[config.mk]
export PLATFORM = sky130hd
export DESIGN_NAME = key_scan_rx
export DESIGN_NICKNAME = d
export VERILOG_FILES = /design/src/rtl/key_scan_rx.sv
export SDC_FILE = /design/constraint.sdc
export NUM_CORES = 1
export LEC_CHECK = 0
export ABC_CLOCK_PERIOD_IN_PS = 3100
export CORE_ASPECT_RATIO = 1.5
export CORE_MARGIN = 8
export CORE_UTILIZATION = 50
export CTS_CLUSTER_DIAMETER = 30
export CTS_CLUSTER_SIZE = 24
export DETAILED_ROUTE_END_ITERATION = 16
export HOLD_SLACK_MARGIN = 0.12
export PLACE_DENSITY_LB_ADDON = 0.05
export SLEW_MARGIN = 20
export SYNTH_ARGS = -nofsm -noshare
export SYNTH_HDL_FRONTEND = slang
export SYNTH_SLANG_ARGS = --single-unit
export TNS_END_PERCENT = 5
[constraint.sdc]
create_clock -name clk -period 3.1 [get_ports clk]
set_input_delay 0.62 -clock clk [delete_from_list [all_inputs] [get_ports clk]]
set_output_delay 0.62 -clock clk [all_outputs]
set_load 0.02 [all_outputs]
[src/rtl/key_scan_rx.sv]
// key_scan_rx: debounced active-low key inputs with press/release pulses and an event FIFO.
// Define KEY_SCAN_RELEASE_EVT_EN to queue release events as well; by default only presses are queued.
module key_scan_rx #(
  parameter int          NUM_KEYS       = 4,
  parameter logic [15:0] TICK_LIMIT     = 16'd49999,
  parameter int          DEBOUNCE_TICKS = 20,
  parameter int          FIFO_DEPTH     = 4
) (
  input  logic                clk,
  input  logic                reset_n,
  input  logic                en,
  input  logic [NUM_KEYS-1:0] KEY_in,
  output logic [NUM_KEYS-1:0] key_state,
  output logic [NUM_KEYS-1:0] key_press,
  output logic [NUM_KEYS-1:0] key_release,
  output logic                evt_valid,
  input  logic                evt_ready,
  output logic [7:0]          evt_data,
  output logic                evt_overflow,
  input  logic                ovf_clr
);

  localparam int             PTR_W   = $clog2(FIFO_DEPTH);
  localparam logic [4:0]     DB_LAST = 5'(DEBOUNCE_TICKS - 1);
  localparam logic [PTR_W:0] DEPTH_C = (PTR_W + 1)'(FIFO_DEPTH);

  logic [NUM_KEYS-1:0]      sync1_q, sync2_q, raw;
  logic [15:0]              tickCnt_q, tickCnt_d;
  logic                     tick;
  logic [NUM_KEYS-1:0][4:0] dbCnt_q, dbCnt_d;
  logic [NUM_KEYS-1:0]      stable_q, stable_d;
  logic [NUM_KEYS-1:0]      keyState_q, keyPress_q, keyRelease_q;
  logic [NUM_KEYS-1:0]      pendPress_q, pendPress_d, pendRel_q, pendRel_d;
  logic [NUM_KEYS-1:0]      clrPress, clrRel, relSet;
  logic                     pushValid;
  logic [7:0]               pushData;
  logic [7:0]               mem_q [FIFO_DEPTH];
  logic [PTR_W-1:0]         wrPtr_q, rdPtr_q;
  logic [PTR_W:0]           count_q, count_d;
  logic                     fifoFull, pop, pushOk, dropped;
  logic                     ovf_q, ovf_d;

  // Synchronizer flops reset to 1 so the keys start out released.
  always_ff @(posedge clk) begin
    if (!reset_n) begin
      sync1_q <= '1;
      sync2_q <= '1;
    end else begin
      sync1_q <= KEY_in;
      sync2_q <= sync1_q;
    end
  end

  assign raw = ~sync2_q;

  always_comb begin
    tick      = en && (tickCnt_q == TICK_LIMIT);
    tickCnt_d = tickCnt_q + 16'd1;
    if (!en || tick) tickCnt_d = '0;
  end

  always_comb begin
    dbCnt_d  = dbCnt_q;
    stable_d = stable_q;
    if (tick) begin
      for (int k = 0; k < NUM_KEYS; k++) begin
        if (raw[k] == stable_q[k]) begin
          dbCnt_d[k] = '0;
        end else if (dbCnt_q[k] == DB_LAST) begin
          dbCnt_d[k]  = '0;
          stable_d[k] = ~stable_q[k];
        end else begin
          dbCnt_d[k] = dbCnt_q[k] + 5'd1;
        end
      end
    end
  end

  // keyState_q lags stable_q by one clock; the pulses mark the first cycle of the new level.
  always_ff @(posedge clk) begin
    if (!reset_n) begin
      tickCnt_q    <= '0;
      dbCnt_q      <= '0;
      stable_q     <= '0;
      keyState_q   <= '0;
      keyPress_q   <= '0;
      keyRelease_q <= '0;
    end else begin
      tickCnt_q    <= tickCnt_d;
      dbCnt_q      <= dbCnt_d;
      stable_q     <= stable_d;
      keyState_q   <= stable_q;
      keyPress_q   <= stable_q & ~keyState_q;
      keyRelease_q <= ~stable_q & keyState_q;
    end
  end

  assign key_state   = keyState_q;
  assign key_press   = keyPress_q;
  assign key_release = keyRelease_q;

  // Scan from the top so the lowest index, and press over release, is the last assignment kept.
  always_comb begin
    pushValid = 1'b0;
    pushData  = 8'h00;
    clrPress  = '0;
    clrRel    = '0;
    for (int k = NUM_KEYS - 1; k >= 0; k--) begin
      if (pendRel_q[k]) begin
        pushValid = 1'b1;
        pushData  = {1'b0, 7'(k)};
        clrPress  = '0;
        clrRel    = '0;
        clrRel[k] = 1'b1;
      end
      if (pendPress_q[k]) begin
        pushValid   = 1'b1;
        pushData    = {1'b1, 7'(k)};
        clrPress    = '0;
        clrRel      = '0;
        clrPress[k] = 1'b1;
      end
    end
  end

`ifdef KEY_SCAN_RELEASE_EVT_EN
  assign relSet = keyRelease_q;
`else
  assign relSet = '0;
`endif

  assign pendPress_d = (pendPress_q & ~clrPress) | keyPress_q;
  assign pendRel_d   = (pendRel_q & ~clrRel) | relSet;

  always_ff @(posedge clk) begin
    if (!reset_n) begin
      pendPress_q <= '0;
      pendRel_q   <= '0;
    end else begin
      pendPress_q <= pendPress_d;
      pendRel_q   <= pendRel_d;
    end
  end

  assign fifoFull  = (count_q == DEPTH_C);
  assign evt_valid = (count_q != '0);
  assign pop       = evt_valid && evt_ready;
  assign pushOk    = pushValid && (!fifoFull || pop);
  assign dropped   = pushValid && fifoFull && !pop;
  assign evt_data  = evt_valid ? mem_q[rdPtr_q] : 8'h00;

  always_comb begin
    count_d = count_q;
    case ({pushOk, pop})
      2'b10:   count_d = count_q + (PTR_W + 1)'(1);
      2'b01:   count_d = count_q - (PTR_W + 1)'(1);
      default: count_d = count_q;
    endcase
  end

  // A drop in the same cycle as a clear leaves the flag set.
  assign ovf_d        = dropped ? 1'b1 : (ovf_clr ? 1'b0 : ovf_q);
  assign evt_overflow = ovf_q;

  always_ff @(posedge clk) begin
    if (!reset_n) begin
      for (int i = 0; i < FIFO_DEPTH; i++) mem_q[i] <= 8'h00;
      wrPtr_q <= '0;
      rdPtr_q <= '0;
      count_q <= '0;
      ovf_q   <= 1'b0;
    end else begin
      if (pushOk) begin
        mem_q[wrPtr_q] <= pushData;
        wrPtr_q        <= wrPtr_q + PTR_W'(1);
      end
      if (pop) rdPtr_q <= rdPtr_q + PTR_W'(1);
      count_q <= count_d;
      ovf_q   <= ovf_d;
    end
  end

endmodule
==> impl_metrics.tcl, run 1 <==
# metrics dict for downstream scripts
set metrics [dict create \
    area_growth_pct 15.9 \
    worstPathRequired_ns 2.48 \
    utilization_pct 58.5 \
    clk_latency_ns 0.34 \
    ant_nets 0 \
    p_leak_nw 1.71 \
    avgRoutedWirePerCell_um 14.6 \
    r2r_setup_slack_ns 0.63 \
    hold_start "sync1_q[2]" \
    yosys_cells 433 \
    core-area_mm2 0.00791 \
    tool_warnings 26 \
    tns_ns 0 \
    top_area_share_pct 39.1 \
    clkSinkCount 90 \
    final_cells 565 \
    cpPeakStageDelay_ns 0.56 \
    drive_gt1_share_pct 5.43 \
    status "finished clean" \
    yosysTopAreaCell "dfxtp_1" \
    finalCriticalPeriod_ns 2.64 \
    crit_end "evt_data[7]" \
    area_leaders "dfxtp_1 39%, edfxtp_1 9.0%, nor2_1 4.1%" \
    clkPwrFrac_pct 40.7 \
    seqCellArea_mm2 0.00192 \
]
## run 1: logic make-up (layout without fill, tap and decap cells)
family / Yosys count / in the layout / share of synthesized area [%]
multiplexers: 6 / 6 / 2.44
adder cells (fa/ha/maj): 6 / 6 / 2.07
AND-OR/OR-AND: 83 / 83 / 13.2
other: 1 / 5 / 0.0939
XOR/XNOR: 26 / 26 / 5.70
buffers and inverters: 50 / 73 / 5.36
flip-flops: 90 / 90 / 48.1
AND/OR/NAND/NOR: 171 / 171 / 23.0
## run 1: cells in the final DEF, fill, tap and decap left out, types with 8 or more instances in the layout
cell	instances
nor2b_1	11
nand2_1	28
o21ai_0	20
nor4_1	8
nand4_1	10
clkdlybuf4s50_1	25
xor2_1	9
clkbuf_16	9
xnor2_1	17
nor3_1	8
nand2b_1	15
nor2_1	44
inv_1	26
dfxtp_1	78
nand3_1	13
a21oi_1	27
edfxtp_1	12
## run 1: power by group through the flow
stage	Clock, mW	Combinational (mW)	Sequential [mW]
finish	1.06	0.296	1.26
floorplan	0	0.205	1.27
detailed placement	0	0.299	1.28
global route	1.15	0.326	1.26
global placement	0	0.297	1.28
CTS	1.10	0.300	1.26
## run 1: worst register-to-register path, stage by stage (launching register included)
cell	delay, ns
dfxtp_1	0.35
or4b_4	0.55
or4_1	0.76
or4_1	0.60
a21oi_1	0.15
## run 1: per-stage QoR
step                hold WS, ns  cell area (µm²)  setup WS [ns]
floorplan                 0.386             4010          0.944
global placement          0.403             4330          0.371
detailed placement        0.398             4330          0.331
CTS                       0.414             4630          0.417
global route              0.439             4630          0.366
finish                    0.408             4630          0.461
## run 1: per-layer routing
metal / wire length [µm] / share of wire [%]
met1: 3290 / 40
met2: 4410 / 54
met3: 339 / 4.1
met4: 193 / 2.3
met5: 0 / 0
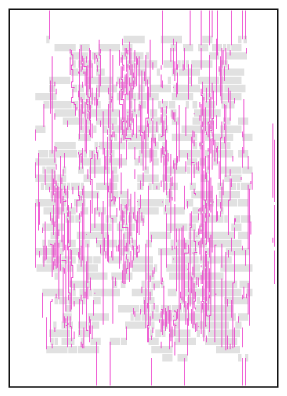
*Signal wires on met2, run 1*
Scale: 3 px per µm. Cells faint in the background.
share of all routed wire: 54%
main direction: vertical
wire length on this layer: 4410 µm
met2 Use GR: 28.7%
Routed WL: 8230 µm
via count: 3089

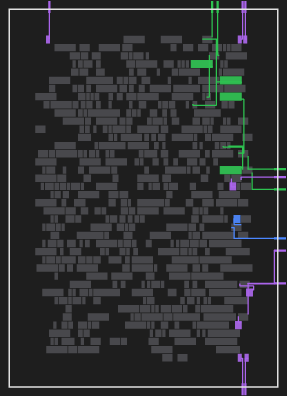
*I/O nets highlighted, run 1*
Scale: 3 px per µm.
legend:
  key_press:
    colour: green
    bits: 4
    direction: output
    edge: 2 east, 2 north
    end_cells: 4
    wire: 151 µm
  ovf_clr:
    colour: blue
    bits: 1
    direction: input
    edge: east
    end_cells: 1
    wire: 22.9 µm
  evt_data:
    colour: purple
    bits: 8
    direction: output
    edge: 3 east, 3 north, 2 south
    end_cells: 8
    wire: 115 µm
I/O pin count: 31
port bufs: 25

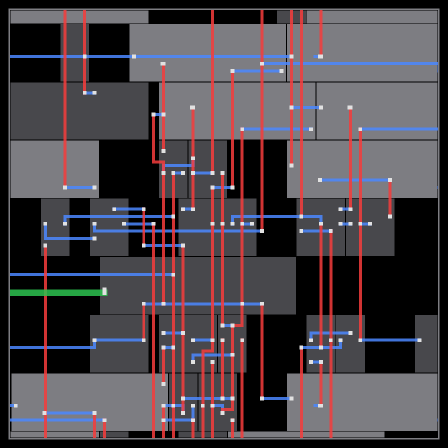
*Zoomed window, run 1*
Region (57, 84) to (77, 104) µm. Cells in grey, sequential cells in the stronger grey; small squares are vias.
legend:
  M3:
    colour: green
  M2:
    colour: red
  M1:
    colour: blue
netlist names of flops here include: key_press (2), key_state (2), pendRel_q (2)
most frequent: dfxtp_1 (8), nor2_1 (4)
sequential cells in the window: 8
cells with their middle in the window: 25

--- run 2 (diff from run 1) ---
--- a/config.mk
+++ b/config.mk
@@ -5,6 +5,7 @@
 export SDC_FILE = /design/constraint.sdc
 export NUM_CORES = 1
 export LEC_CHECK = 0
+export ABC_AREA = 1
 export ABC_CLOCK_PERIOD_IN_PS = 3100
 export CORE_ASPECT_RATIO = 1.5
 export CORE_MARGIN = 8
@@ -14,7 +15,7 @@
 export DETAILED_ROUTE_END_ITERATION = 16
 export HOLD_SLACK_MARGIN = 0.12
 export PLACE_DENSITY_LB_ADDON = 0.05
-export SLEW_MARGIN = 20
+export SLEW_MARGIN = 40
 export SYNTH_ARGS = -nofsm -noshare
 export SYNTH_HDL_FRONTEND = slang
 export SYNTH_SLANG_ARGS = --single-unit
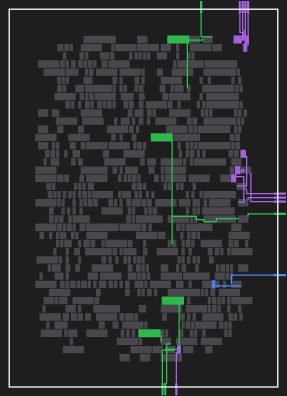
*I/O nets highlighted, run 2*
Scale: 3 px per µm.
legend:
  ovf_clr:
    colour: blue
    bits: 1
    direction: input
    edge: east
    end_cells: 1
    wire: 27.8 µm
  key_press:
    colour: green
    bits: 4
    direction: output
    edge: 2 south, 1 north, 1 east
    end_cells: 4
    wire: 160 µm
  evt_data:
    colour: purple
    bits: 8
    direction: output
    edge: 4 north, 3 east, 1 south
    end_cells: 8
    wire: 132 µm

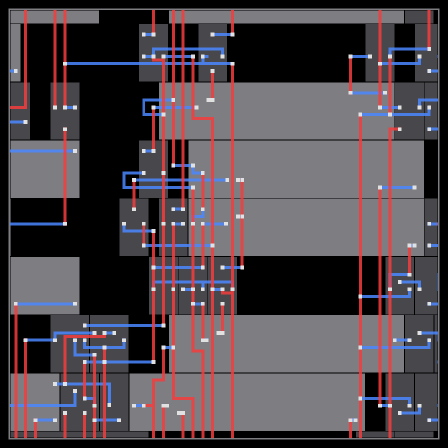
*Zoomed window, run 2*
Region (57, 84) to (77, 104) µm. Cells in grey, sequential cells in the stronger grey; small squares are vias.
legend:
  M2:
    colour: red
  M1:
    colour: blue
netlist names of flops here include: mem_q (5)
sequential cells in the window: 5
cells with their middle in the window: 26
most frequent: nor2_1 (14), edfxtp_1 (5)

==> run 2 against run 1 <==
  * Area after synthesis unchanged
  * Largest cell class unchanged
  * Combinational power decreased by 47%
  * Power shrank 1.1%
  * Largest power group unchanged
==> impl_metrics.tcl, run 2 <==
# metrics dict for downstream scripts
set metrics [dict create \
    area_leaders "dfxtp_1 39%, nand2_1 11%, edfxtp_1 9.0%" \
    power_mw 2.59 \
    tns_ns 0 \
    lay_top_cells "112 x nand2_1, 78 x dfxtp_1, 76 x nor2_1, 56 x inv_1, 45 x a21oi_1" \
    tool_warnings 26 \
    yosys_cells 522 \
    area_growth_pct 16.5 \
    core-area_mm2 0.00791 \
    utilization_pct 58.8 \
    final_cells 660 \
    hold_start "sync1_q[2]" \
    final_common_cell "nand2_1" \
    p_leak_nw 1.84 \
    yosysTopAreaCell "dfxtp_1" \
    clkSinkCount 90 \
    final_cell_area_mm2 0.00465 \
    top_area_share_pct 39.1 \
    r2r_setup_slack_ns 1.25 \
    routed_wl_um 7970 \
    cpPeakStageDelay_ns 0.63 \
    status "finished clean" \
    dp_slack_ns 0.816 \
    layout_setup_ws_ns 0.592 \
    drive_gt1_share_pct 8.29 \
    skew_ns 0.00416 \
    ant_nets 0 \
    placed_area_mm2 0.00432 \
    top_level_ports 31 \
    io_buffer_count 25 \
    worstPathRequired_ns 2.48 \
    via_count 3238 \
]
==> run 2: cell type report <==
type / instances / area (µm²) / area share (%)
multi-input cells: 360 / 1760 / 37.7
flip-flops and latches: 90 / 1920 / 41.3
clock inverters: 6 / 105 / 2.26
clock buffers: 10 / 229 / 4.92
well taps: 105 / 131 / 2.82
repair buffers: 30 / 288 / 6.19
inverters: 59 / 221 / 4.76
==> run 2: routing by layer <==
layer | routed length [µm] | GRT usage [%] | part of all wire [%] | up-vias
li1 | - | - | - | 1713
met1 | 3180 | 14.8 | 40 | 1474
met2 | 4350 | 28.6 | 55 | 40
met3 | 299 | 4.52 | 3.8 | 11
met4 | 141 | 6.20 | 1.8 | 0
met5 | 0 | 0 | 0 | -
==> run 2: cell families after synthesis <==
logic type	share of synthesized area (%)
other	0.0939
AND/OR/NAND/NOR	28.4
XOR/XNOR	3.73
AND-OR/OR-AND	9.31
adder cells (fa/ha/maj)	2.07
flip-flops	48.1
buffers and inverters	8.27
==> run 2: report_power, final <==
part	leakage (nW)	switching [mW]	internal, mW	total, mW
Combinational	0.916	0.0988	0.0587	0.158
Clock	0.166	0.428	0.783	1.21
Sequential	0.755	0.0143	1.20	1.22
Total	1.84	0.541	2.04	2.59
==> run 2: how the worst max path moves through the flow <==
stage	startpoint	end	slack (ns)	cells after the start
6_report	register	evt_data[7]	0.59	5
5_1_grt	register	evt_data[1]	0.43	5
4_1_cts	register	evt_data[7]	0.59	5
3_5_place_dp	reset_n	mem_q[1][1]	0.82	5
3_3_place_gp	evt_ready	count_q[2]	0.85	11
2_1_floorplan	evt_ready	count_q[2]	1.40	10
--- run 3 (diff from run 2) ---
--- a/config.mk
+++ b/config.mk
@@ -6,7 +6,7 @@
 export NUM_CORES = 1
 export LEC_CHECK = 0
 export ABC_AREA = 1
-export ABC_CLOCK_PERIOD_IN_PS = 3100
+export ABC_CLOCK_PERIOD_IN_PS = 2100
 export CORE_ASPECT_RATIO = 1.5
 export CORE_MARGIN = 8
 export CORE_UTILIZATION = 50
==> constraint.sdc (replaced) <==
create_clock -name clk -period 2.1 [get_ports clk]
set_input_delay 0.42 -clock clk [delete_from_list [all_inputs] [get_ports clk]]
set_output_delay 0.42 -clock clk [all_outputs]
set_load 0.02 [all_outputs]
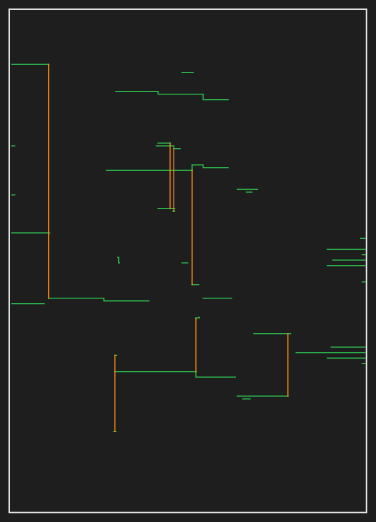
*Routed metal, one colour a layer, run 3*
Scale: 4 px per µm. Two of the layers only.
legend:
  M4:
    colour: orange
    wire_length: 167 µm
  M3:
    colour: green
    wire_length: 274 µm
GRT Total Usage: 15.5%
via count: 3262
DR WL/cell: 12.1 µm
Routed WL: 8020 µm

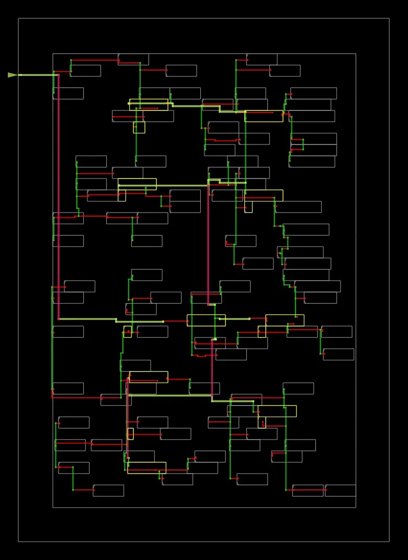
*Clock nets, run 3*
FFs & Latches: 90
Late-Pin Clk Latency: 0.33 ns
Sinks on Clock Net: 90

==> run 3 against run 2 <==
  * Cell count is 0.76% higher
  * Clock-buffer cell count down 1
  * Worst hold slack got worse by 0.0019 ns
  * First-iteration DRC count fell by 33%
==> impl_metrics.tcl, run 3 <==
# metrics dict for downstream scripts
set metrics [dict create \
    yosysTopAreaCell "dfxtp_1" \
    dr.max_layer_used "met4" \
    p_leak_nw 1.83 \
    tns_ns 0 \
    p_seq_mw 1.80 \
    hold_start "sync1_q[1]" \
    met2_length_um 4430 \
    power_frac_seq_pct 52.3 \
    area_growth_pct 16.0 \
    final_common_cell "nand2_1" \
    met1_length_um 3150 \
    top_area_share_pct 39.1 \
    p_switching_uw 785 \
    top_level_ports 31 \
    placed_area_mm2 0.00437 \
    seqCellArea_mm2 0.00192 \
    status "finished clean" \
    layout_setup_ws_ns 0.123 \
    final_cell_area_mm2 0.00463 \
    p_comb_uw 241 \
    use_met1_pct 14.3 \
    io_buffer_count 25 \
    power-top-group "registers" \
    grt-busiest-layer "met2" \
    combGateArea_mm2 0.00176 \
    core-area_mm2 0.00791 \
    clkPwrFrac_pct 40.7 \
    p_int_mw 2.65 \
    r2r_setup_slack_ns 0.25 \
]
run 3: cell counts after synthesis:
No cell type changed its count.
run 3: final cells by class:
| type | instances | area share [%] |
|---|---|---|
| Timing Repair Buffer | 35 | 7.30 |
| Multi-Input combinational cell | 360 | 37.9 |
| Clock inverter | 7 | 0.784 |
| Tap cell | 105 | 2.84 |
| Sequential cell | 90 | 41.5 |
| Inverter | 59 | 4.78 |
| Clock buffer | 9 | 4.86 |
run 3: worst max-delay path by stage:
| stage | from | endpoint | cells past startpoint |
|---|---|---|---|
| floorplan | count_q[2] | count_q[2] | 12 |
| global placement | reset_n | mem_q[0][1] | 5 |
| detailed placement | reset_n | mem_q[0][1] | 5 |
| CTS | register | evt_data[0] | 5 |
| global route | register | evt_data[7] | 5 |
| finish | register | evt_data[1] | 5 |
run 3: logic make-up (layout without fill, tap and decap cells):
group           after synthesis  count (layout)  synth area share [%]
buf+inv                      76             110                  8.27
simple gates                261             261                  28.4
flops                        90              90                  48.1
compound gates               71              71                  9.31
other cells                   1               5                0.0939
xor+xnor                     17              17                  3.73
fa+ha+maj                     6               6                  2.07
run 3: timing repair:
action,CTS,global route
endpoints found under the setup margin,3,3
gates resized,3,4
gates cloned,0,0
run 3: metrics by stage:
stage	hold WS (ns)	util [%]
2_1_floorplan	0.393	-
3_3_place_gp	0.399	55.2
3_5_place_dp	0.400	55.2
4_1_cts	0.414	58.5
5_1_grt	0.424	58.6
6_report	0.411	58.6
run 3: worst max-delay path: stages (launching register included):
cell and delay, ns:
dfxtp_1 0.41, inv_1 0.10, nor2_1 0.10, o21ai_0 0.10
a21oi_1 0.17, clkdlybuf4s15_1 0.34
Power and IR drop assume default switching activity.
